<file path="config.mk">
export PLATFORM = sky130hd
export DESIGN_NAME = booth_controller
export DESIGN_NICKNAME = d
export VERILOG_FILES = /design/src/rtl/booth_controller.sv
export SDC_FILE = /design/constraint.sdc
export NUM_CORES = 1
export LEC_CHECK = 0
export ABC_AREA = 0
export CELL_PAD_IN_SITES_DETAIL_PLACEMENT = 2
export CELL_PAD_IN_SITES_GLOBAL_PLACEMENT = 2
export CORE_MARGIN = 3
export CORE_UTILIZATION = 15
export CTS_BUF_LIST = sky130_fd_sc_hd__clkbuf_8
export DETAILED_ROUTE_END_ITERATION = 10
export PLACE_DENSITY = 0.83
export SLEW_MARGIN = 40
export SYNTH_ARGS = -nofsm -noshare
export SYNTH_HDL_FRONTEND = slang
export SYNTH_SLANG_ARGS = --single-unit
</file>
<file path="constraint.sdc">
create_clock -name clk -period 1.1 [get_ports clk]
set_clock_uncertainty 0.15 [all_clocks]
set_input_delay 0.11 -clock clk [delete_from_list [all_inputs] [get_ports clk]]
set_output_delay 0.11 -clock clk [all_outputs]
set_load 0.1 [all_outputs]
</file>
<file path="src/rtl/booth_controller.sv">
// Moore control FSM for a radix-2 Booth multiplier datapath (load, add/sub, shift, count).
// Optional macro BOOTH_SKIP_SHIFT_EN folds the shift into CHECK for 00/11 bit pairs.
module booth_controller #(
  parameter int WIDTH = 16,
  parameter int CNT_W = 5
) (
  input  logic             clk,
  input  logic             reset,
  input  logic             in_valid,
  output logic             in_ready,
  output logic             out_valid,
  input  logic             out_ready,
  input  logic [1:0]       booth_bits,
  input  logic [CNT_W-1:0] count,
  output logic             ld_operands,
  output logic             cnt_start,
  output logic             en_add,
  output logic             en_sub,
  output logic             en_shift,
  output logic             en_PP,
  output logic             busy
);

  typedef enum logic [2:0] {
    IDLE  = 3'd0,
    LOAD  = 3'd1,
    CHECK = 3'd2,
    SHIFT = 3'd3,
    DONE  = 3'd4
  } state_t;

  localparam logic [CNT_W-1:0] LAST = CNT_W'(WIDTH - 1);

  state_t state, state_nxt;
  logic   last_iter;

  // count is the pre-increment value, so LAST marks the final iteration
  assign last_iter = (count == LAST);

  always_ff @(posedge clk or posedge reset) begin
    if (reset) state <= IDLE;
    else       state <= state_nxt;
  end

  always_comb begin
    state_nxt   = state;
    in_ready    = 1'b0;
    out_valid   = 1'b0;
    ld_operands = 1'b0;
    cnt_start   = 1'b0;
    en_add      = 1'b0;
    en_sub      = 1'b0;
    en_shift    = 1'b0;
    en_PP       = 1'b0;
    busy        = 1'b1;
    case (state)
      IDLE: begin
        busy     = 1'b0;
        // held low during reset even though the state already reads IDLE
        in_ready = !reset;
        if (in_valid && !reset) state_nxt = LOAD;
      end
      LOAD: begin
        ld_operands = 1'b1;
        cnt_start   = 1'b1;
        state_nxt   = CHECK;
      end
      CHECK: begin
        state_nxt = SHIFT;
        case (booth_bits)
          2'b01: en_add = 1'b1;
          2'b10: en_sub = 1'b1;
          default: begin
`ifdef BOOTH_SKIP_SHIFT_EN
            en_shift  = 1'b1;
            en_PP     = 1'b1;
            state_nxt = last_iter ? DONE : CHECK;
`endif
          end
        endcase
      end
      SHIFT: begin
        en_shift  = 1'b1;
        en_PP     = 1'b1;
        state_nxt = last_iter ? DONE : CHECK;
      end
      DONE: begin
        out_valid = 1'b1;
        if (out_ready) state_nxt = IDLE;
      end
      default: begin
        busy      = 1'b0;
        state_nxt = IDLE;
      end
    endcase
  end

endmodule

</file>
==> ci_impl_report.md, run 1 <==
## PnR job results

| Metric | Value |
|---|---|
| R2R Setup Slk | -170 ps |
| Slowest-stage cell, CP | dfrtp_2 |
| Syn. warnings | 0 |
| Combinational power share | 73.5% |
| FF-to-FF Start | state[1] |
| Critical-path cell list | buf_12, nor4b_4, buf_12 |
| # placed instances | 64 |
| Grt ovf | 0 |
| Status | finished with violations |
| Crit path max fanout | 7 |
| Seq share, synth | 29.70% |
| CP startpoint | state[0] |
| Final setup fails | 11 |
| First-pass GRT wire length | 1580 um |
| Final WS setup | -497.5 ps |
| Failing checks | negative setup slack |
| Most area-hungry cell type in the Yosys netlist | dfrtp_1 |
| Synth unique cells | 18 |
| Ys flop type | dfrtp_1 |
| Clock power frac | 16.2% |
| Final worst-path cycle share | 145.2% |
| Kind of cell adding the most delay to the critical path | flip-flops |
| Most frequent CP cell | buf_12 |
| Die area | 2214 um2 |
| Crit. End Element | output pin |
-- run 1: how the worst max path moves through the flow --
stage	cells past startpoint	slack [ps]	end
3_3_place_gp	3	-340	out_valid
4_1_cts	3	-500	en_add
5_1_grt	3	-550	en_sub
3_5_place_dp	3	-390	out_valid
6_report	3	-500	en_add
2_1_floorplan	3	-920	en_add
-- run 1: cells by family after synthesis --
kind of cell | share of synthesized area (%)
flip-flops | 29.70
buffers and inverters | 15.34
AND-OR/OR-AND | 9.903
XOR/XNOR | 3.466
AND/OR/NAND/NOR | 41.59
-- run 1: power groups by stage --
stage / Sequential, mW / Clock [mW] / Combinational (mW)
after floorplan: 0.164 / 0 / 0.874
after global placement: 0.224 / 0 / 1.15
final: 0.195 / 0.307 / 1.40
after detailed placement: 0.236 / 0 / 1.17
after global routing: 0.200 / 0.329 / 1.45
after CTS: 0.191 / 0.315 / 1.33
-- run 1: metrics by stage --
stage | setup WS (ps) | setup TNS, ps | power, mW | instance area, um2
finish | -497.5 | -4368 | 1.899 | 765.7
global route | -550.2 | -4895 | 1.978 | 765.7
CTS | -501.7 | -4509 | 1.831 | 719.4
detailed placement | -390.4 | -3394 | 1.403 | 641.9
global placement | -342.8 | -2901 | 1.372 | 641.9
floorplan | -920.7 | -5935 | 1.038 | 346.6
-- run 1: metal layers --
| metal | share of wire [%] | routed length [um] | global-route usage (%) | up-vias |
|---|---|---|---|---|
| met3 | 9.0 | 91 | 3.831 | 0 |
| met2 | 55 | 551 | 19.78 | 20 |
| li1 | - | - | - | 151 |
| met5 | 0 | 0 | 0 | - |
| met1 | 36 | 367 | 10.07 | 152 |
| met4 | 0 | 0 | 3.315 | 0 |
-- run 1: area by class of cell --
type	instances	area [um2]	share of cell area [%]
inverter	2	10.01	1.307
tap	16	20.02	2.614
clock inverter	1	3.754	0.4902
multi-input combinational	18	240.2	31.37
clock buffer	3	41.29	5.392
timing repair buffer	28	371.6	48.53
sequential	3	78.83	10.29
-- run 1: cell usage in the layout (no fill, tap or decap) --
cell type        instances
buf_6                    3
nor4_4                   1
and2_4                   1
buf_4                    5
nand2b_4                 1
and4_1                   1
a311oi_2                 1
o21a_1                   1
nor3_4                   1
inv_1                    2
xnor2_2                  1
inv_4                    1
dfrtp_2                  3
nor4b_4                  3
nor2b_1                  2
nor2_1                   1
clkdlybuf4s50_1         10
clkbuf_8                 3
nor2b_4                  1
buf_12                  10
nor2_4                   2
a31o_1                   1
-- run 1: timing repair --
action,CTS,global route
gates resized,5,6
pin swaps,3,3
endpoints found under the setup margin,11,11
buffers inserted,1,2
gates cloned,0,0
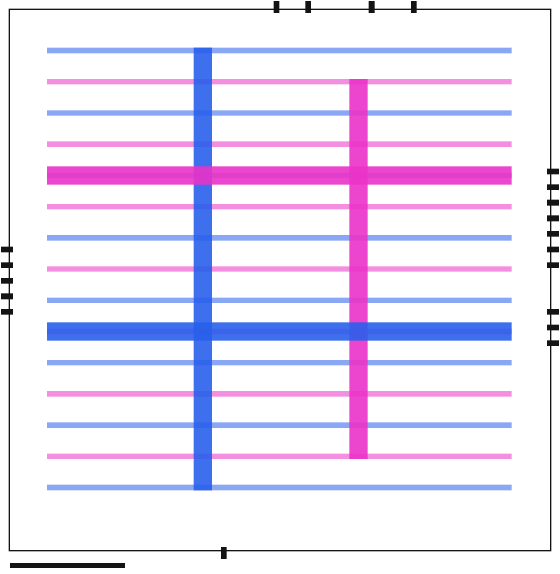
Fig. 1. Supply network (run 1).
The bar under the picture is 10 um long. Pins as bars on the die edge.
legend:
  magenta:
    net: VDD
  blue:
    net: VSS
met1 rails: 15
rows: 14
met4 straps: 2
met5 straps: 2
signal pins: 20

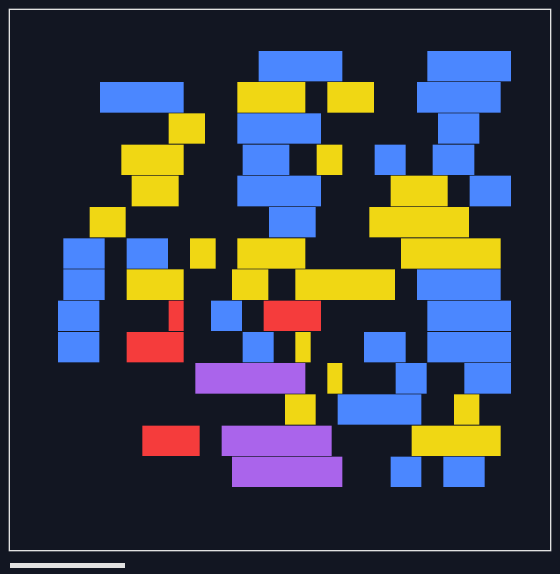
Fig. 2. Cells colored by class (run 1).
The bar under the picture is 10 um long.
legend:
  purple:
    class: flip-flops
    cells: 3
    share_of_their_area: 11%
  blue:
    class: other buffers and delay cells
    cells: 28
    share_of_their_area: 50%
  red:
    class: clock drivers and dummy loads
    cells: 4
    share_of_their_area: 6.0%
  yellow:
    class: all other logic
    cells: 20
    share_of_their_area: 34%
Rows: 14
Seq/total area: 10.29%
post-layout util: 49.68%
final instance area: 765.7 um2

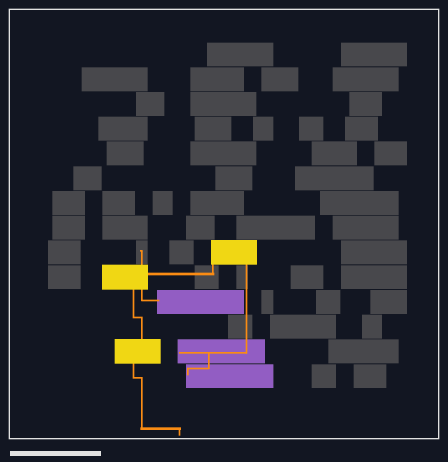
Fig. 3. Clock distribution (run 1).
The bar under the picture is 10 um long.
legend:
  purple:
    item: flip-flops
    count: 3
  yellow:
    item: cells driving clock nets
    count: 3
  orange:
    item: clock wires
    length: 71.8 um
routed clock nets: 4

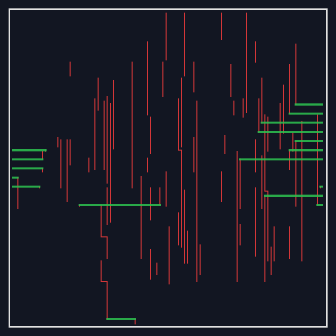
Fig. 4. Routed metal, one color a layer (run 1).
Two of the layers only.
legend:
  red:
    layer: met2
    wire_length: 551 um
  green:
    layer: met3
    wire_length: 91.8 um
via count: 323
per-cell routed wire length: 14.23 um
WL final: 1010 um

Fig. 5: run 1, cell placement
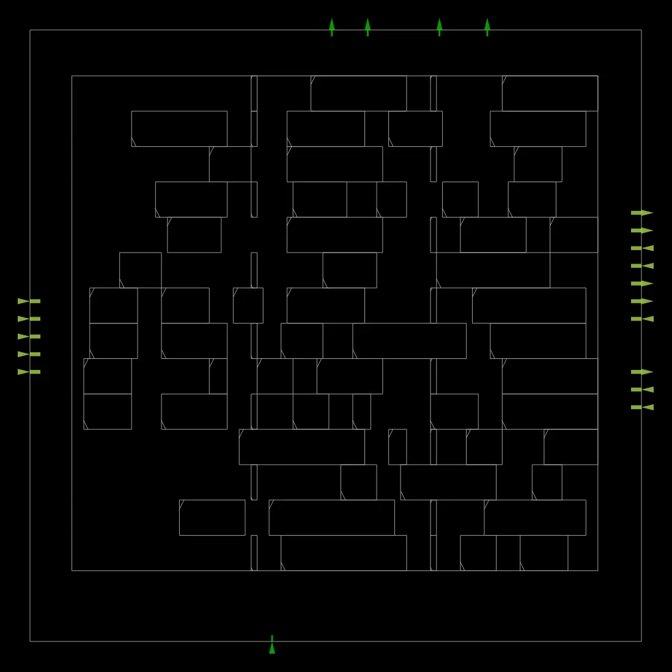

--- run 2 (diff from run 1) ---
Settings changed: CELL_PAD_IN_SITES_DETAIL_PLACEMENT 2 to 1, RECOVER_POWER set to 100.
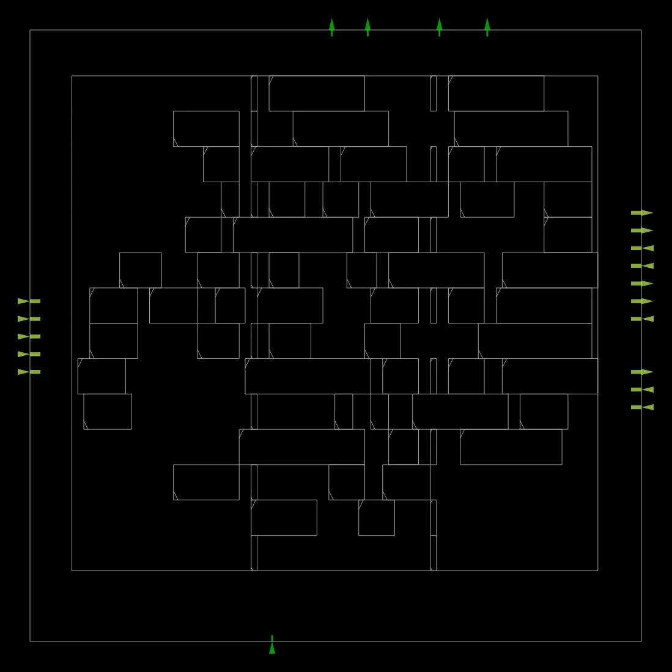
Fig. 6. Cell placement (run 2).
Tap Count: 16
seq_cells: 3
Cell Count, Final, Fillers Out: 72
Core ar.: 1541 um2
Seq/total area: 10.71%

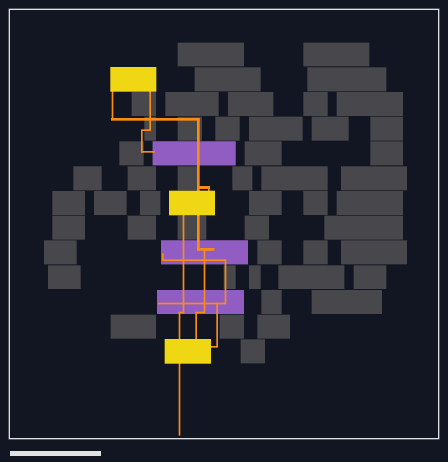
Fig. 7. Clock distribution (run 2).
The bar under the picture is 10 um long.
legend:
  orange:
    item: clock wires
    length: 111 um
  yellow:
    item: cells driving clock nets
    count: 3
  purple:
    item: flip-flops
    count: 3
routed clock nets: 4
Worst-Skew Late Latency: 220 ps
Clock power frac: 17.8%
Clock group: 0.322 mW

==> ci_impl_report.md, run 2 <==
## PnR job results

| Metric | Value |
|---|---|
| Status | finished with violations |
| Failing checks | negative setup slack |
| Crit path max fanout | 5 |
| Simple-Gate Fraction of Synth Area | 41.58% |
| Synth flops | 3 |
| Per-cell routed wire length | 12.60 um |
| Top Layout Cells | clkdlybuf4s50_1, buf_12, buf_4, clkbuf_8 |
| Final setup fails | 12 |
| Final instance area | 724.4 um2 |
| Final worst-path cycle share | 143.7% |
| Worst path required time | 840 ps |
| Slowest-stage cell, CP | dfrtp_1 |
| Cell area after synthesis | 252.7 um2 |
| Logic area | 212.7 um2 |
| Layout cells sized above 1 | 62.50% |
| Synth logic family | simple AND/OR/NAND/NOR gates |
| Critical-path cell list | nand2b_4, nor4b_4, buf_12 |
| Post-layout util | 47.00% |
| Synth unique cells | 18 |
| Post-route ant nets | 0 |
| Most area-hungry cell type in the Yosys netlist | dfrtp_1 |
| XOR/XNOR share of the synthesized area | 3.465% |
| Crit. End Element | output pin |
| Via count | 325 |
| Grt ovf | 0 |
| Syn. warnings | 0 |
| Adder-cell share of the synthesized area | 0% |
| Cell Area, Placed | 641.9 um2 |
| AO/OA Area Share | 9.901% |
| Cts bufs inserted | 3 |
| Seq share, synth | 29.70% |
| Most instantiated cells after synthesis | dfrtp_1, nor2_1, nor2b_1 |
| Power Total | 1.814 mW |
| R2R Setup Slk | -270 ps |
| Ys flop type | dfrtp_1 |
| Rows | 14 |
| Largest type area fraction | 29.70% |
| Final WS setup | -480.8 ps |
| Flop area | 77.57 um2 |
| Multiplexer share | 0% |
| Die area | 2214 um2 |
## run 2: timing repair
item	CTS	global route
setup endpoints to repair	11	12
setup buffers	3	1
pin swaps	2	1
resized	2	1
## run 2: worst max path at each step
stage	start	depth (start not counted)	slack, ps	end
6_report	state[2]	3	-480	en_sub
5_1_grt	state[1]	3	-540	en_sub
4_1_cts	state[1]	3	-490	en_sub
3_5_place_dp	state[0]	3	-390	out_valid
3_3_place_gp	state[0]	3	-340	out_valid
2_1_floorplan	state[2]	3	-920	en_add
## run 2: cell type report
| class | instances | share of cell area [%] |
|---|---|---|
| Clock buffer | 3 | 5.699 |
| Clock inverter | 1 | 0.5181 |
| Inverter | 2 | 1.382 |
| Multi-Input combinational cell | 18 | 29.36 |
| Sequential cell | 3 | 10.71 |
| Tap cell | 16 | 2.763 |
| Timing Repair Buffer | 29 | 49.57 |
## run 2: critical path, delay by kind of cell (launching register included)
| family | cells | cell delay (ps) |
|---|---|---|
| AND/OR/NAND/NOR | 2 | 470 |
| buffers and inverters | 1 | 210 |
| flip-flops | 1 | 420 |
## run 2: power breakdown
group	total (mW)	switching [mW]	internal [mW]
logic	1.31	0.786	0.529
clock network	0.322	0.0837	0.238
registers	0.177	0.0362	0.141
## run 2: cell families after synthesis
logic type | after synthesis
xor+xnor | 1
compound gates | 3
flops | 3
buf+inv | 6
simple gates | 14
## run 2: layer usage
metal / vias up / global-route usage (%) / wire [um] / part of all wire [%]
met2: 18 / 17.07 / 509 / 56
met3: 3 / 4.598 / 73 / 8.0
met4: 0 / 11.60 / 14 / 1.5
met1: 153 / 9.611 / 310 / 34
met5: - / 0 / 0 / 0
li1: 151 / - / - / -
## run 2: metrics by stage
stage | instances | setup WS, ps
6_report | 72 | -480.8
3_3_place_gp | 64 | -342.8
5_1_grt | 72 | -538.8
3_5_place_dp | 64 | -386.2
4_1_cts | 71 | -486.7
2_1_floorplan | 27 | -920.7
Fig. 8: run 2, routed metal, one color a layer
Two of the layers only.
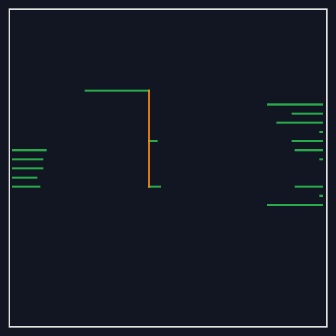

--- run 3 (diff from run 2) ---
Settings changed: CORE_UTILIZATION 15 to 16, PLACE_DENSITY 0.83 to 0.84.
Clock period 1.1 ns to 1.6 ns, I/O delays scaled along.
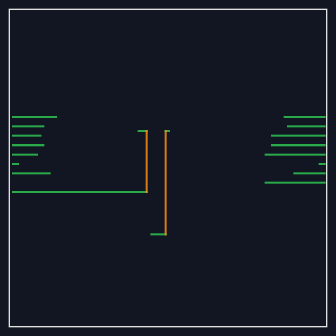
Fig. 9. Routed metal, one color a layer (run 3).
Two of the layers only.
legend:
  orange:
    layer: met4
    wire_length: 23.8 um
  green:
    layer: met3
    wire_length: 99.4 um
per-cell routed wire length: 12.16 um
Total GRT Usage: 9.566%

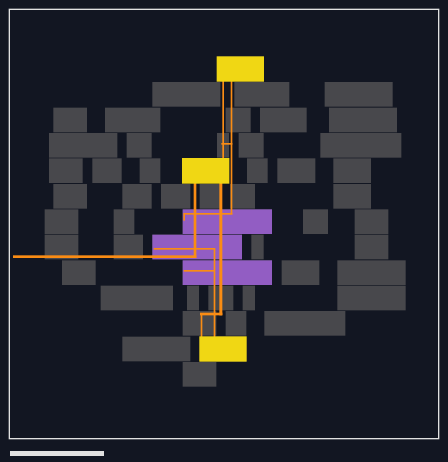
Fig. 10. Clock distribution (run 3).
The bar under the picture is 10 um long.
legend:
  yellow:
    item: cells driving clock nets
    count: 3
  orange:
    item: clock wires
    length: 108 um
  purple:
    item: flip-flops
    count: 3
routed clock nets: 4
Clock power frac: 20.2%
Clock group: 0.219 mW

==> ci_impl_report.md, run 3 <==
## PnR job results

| Metric | Value |
|---|---|
| Failing checks | negative setup slack |
| Syn. warnings | 0 |
| Post-route ant nets | 0 |
| Largest type area fraction | 29.70% |
| Final instance area | 665.6 um2 |
| WL final | 815 um |
| Post-layout util | 48.14% |
| Ys flop type | dfrtp_1 |
| Status | finished with violations |
| Cts bufs inserted | 3 |
| Crit. End Element | output pin |
| Layout cells sized above 1 | 57.69% |
| Grt ovf | 0 |
| Via count | 295 |
| Sw Pwr | 0.5901 mW |
| Worst path required time | 1290 ps |
| Worst-Skew Late Latency | 220 ps |
| Final setup fails | 5 |
| Worst Tran Pin Value | 304.8 ps |
| # placed instances | 58 |
| Avg Cell Area, Syn | 9.361 um2 |
| Cell area after synthesis | 252.7 um2 |
| First-pass GRT wire length | 1290 um |
| OpenROAD warning count | 29 |
| Final WS setup | -61.99 ps |
| Leak pwr | 0.2606 nW |
| Int Pwr | 0.4907 mW |
| Most area-hungry cell type in the Yosys netlist | dfrtp_1 |
| Cell Area, Placed | 595.6 um2 |
| Die area | 2093 um2 |
| Final worst-path cycle share | 103.9% |
| Rows | 13 |
| Seq pwr share | 15.1% |
| Top Layout Cells | clkdlybuf4s50_1, buf_12, buf_4 |
| Core ar. | 1383 um2 |
| CP startpoint kind | flip-flop |
| Switching share of power | 54.60% |
| Crit path max fanout | 8 |
| Min Hold Slack | 193.6 ps |
| Synth flops | 3 |
| Seq share, synth | 29.70% |
| R2R Setup Slk | 260 ps |
| Top cell excl fill/tap | clkdlybuf4s50_1 |
run 3: netlist changes by cell type in the layout (fill, tap and decap cells not counted):
| cell | before | now |
|---|---|---|
| dfrtp_1 | 1 | 0 |
| clkbuf_1 | 0 | 1 |
| nor2b_1 | 2 | 3 |
| buf_6 | 1 | 3 |
| dfrtp_2 | 2 | 3 |
| buf_12 | 9 | 7 |
| nor2b_4 | 1 | 0 |
| buf_4 | 9 | 4 |
run 3: final cells by class:
cell class / count / area, um2
Multi-Input combinational cell: 18 / 205.2
Tap cell: 15 / 18.77
Clock buffer: 3 / 41.29
Clock inverter: 1 / 3.754
Fill cell: 133 / 716.9
Timing Repair Buffer: 25 / 307.8
Inverter: 2 / 10.01
Sequential cell: 3 / 78.83
run 3: per-stage QoR:
| step | power, mW | worst slack (ps) |
|---|---|---|
| detailed placement | 0.9103 | 68.37 |
| global placement | 0.9033 | 89.16 |
| CTS | 1.162 | -66.64 |
| global route | 1.126 | -105.6 |
| finish | 1.081 | -61.99 |
| floorplan | 0.7036 | -470.7 |
run 3: final timing paths:
| kind | cells past startpoint | from | to |
|---|---|---|---|
| worst min-delay path | 2 | reset | state[2] |
| worst max register to register | 3 | state[0] | state[2] |
| max in group asynchronous | 2 | reset | state[1] |
| worst min register to register | 2 | state[2] | state[1] |
| min in group clk | 2 | state[2] | state[1] |
| worst max-delay path | 3 | state[1] | en_sub |
run 3: cell families after synthesis:
kind of cell | Yosys count | share of synthesized area (%)
AND/OR/NAND/NOR | 14 | 41.59
buffers and inverters | 6 | 15.34
flip-flops | 3 | 29.70
XOR/XNOR | 1 | 3.466
AND-OR/OR-AND | 3 | 9.903
run 3: metal layers:
layer / global-route usage [%] / up-vias / wire, um
met3: 3.557 / 4 / 99
met2: 15.04 / 18 / 406
met1: 9.026 / 128 / 285
met4: 10.23 / 0 / 23
met5: 0 / - / 0
li1: - / 145 / -
run 3: timing repair:
item / in CTS / in global routing
endpoints found under the setup margin: 9 / 5
setup buffers: 1 / 4
pin swaps: 3 / 3
resized: 2 / 2
run 3: power groups by stage:
stage / Sequential, mW / Clock [mW] / Combinational (mW)
after floorplan: 0.113 / 0 / 0.591
after global placement: 0.163 / 0 / 0.740
after detailed placement: 0.167 / 0 / 0.744
after CTS: 0.167 / 0.225 / 0.770
after global routing: 0.170 / 0.229 / 0.728
final: 0.163 / 0.219 / 0.699
run 3: worst max-delay path: stages (launching register included):
cell	delay (ps)
dfrtp_2	480
nand2b_4	120
nor4b_4	320
buf_12	210
Power and IR drop assume default switching activity.
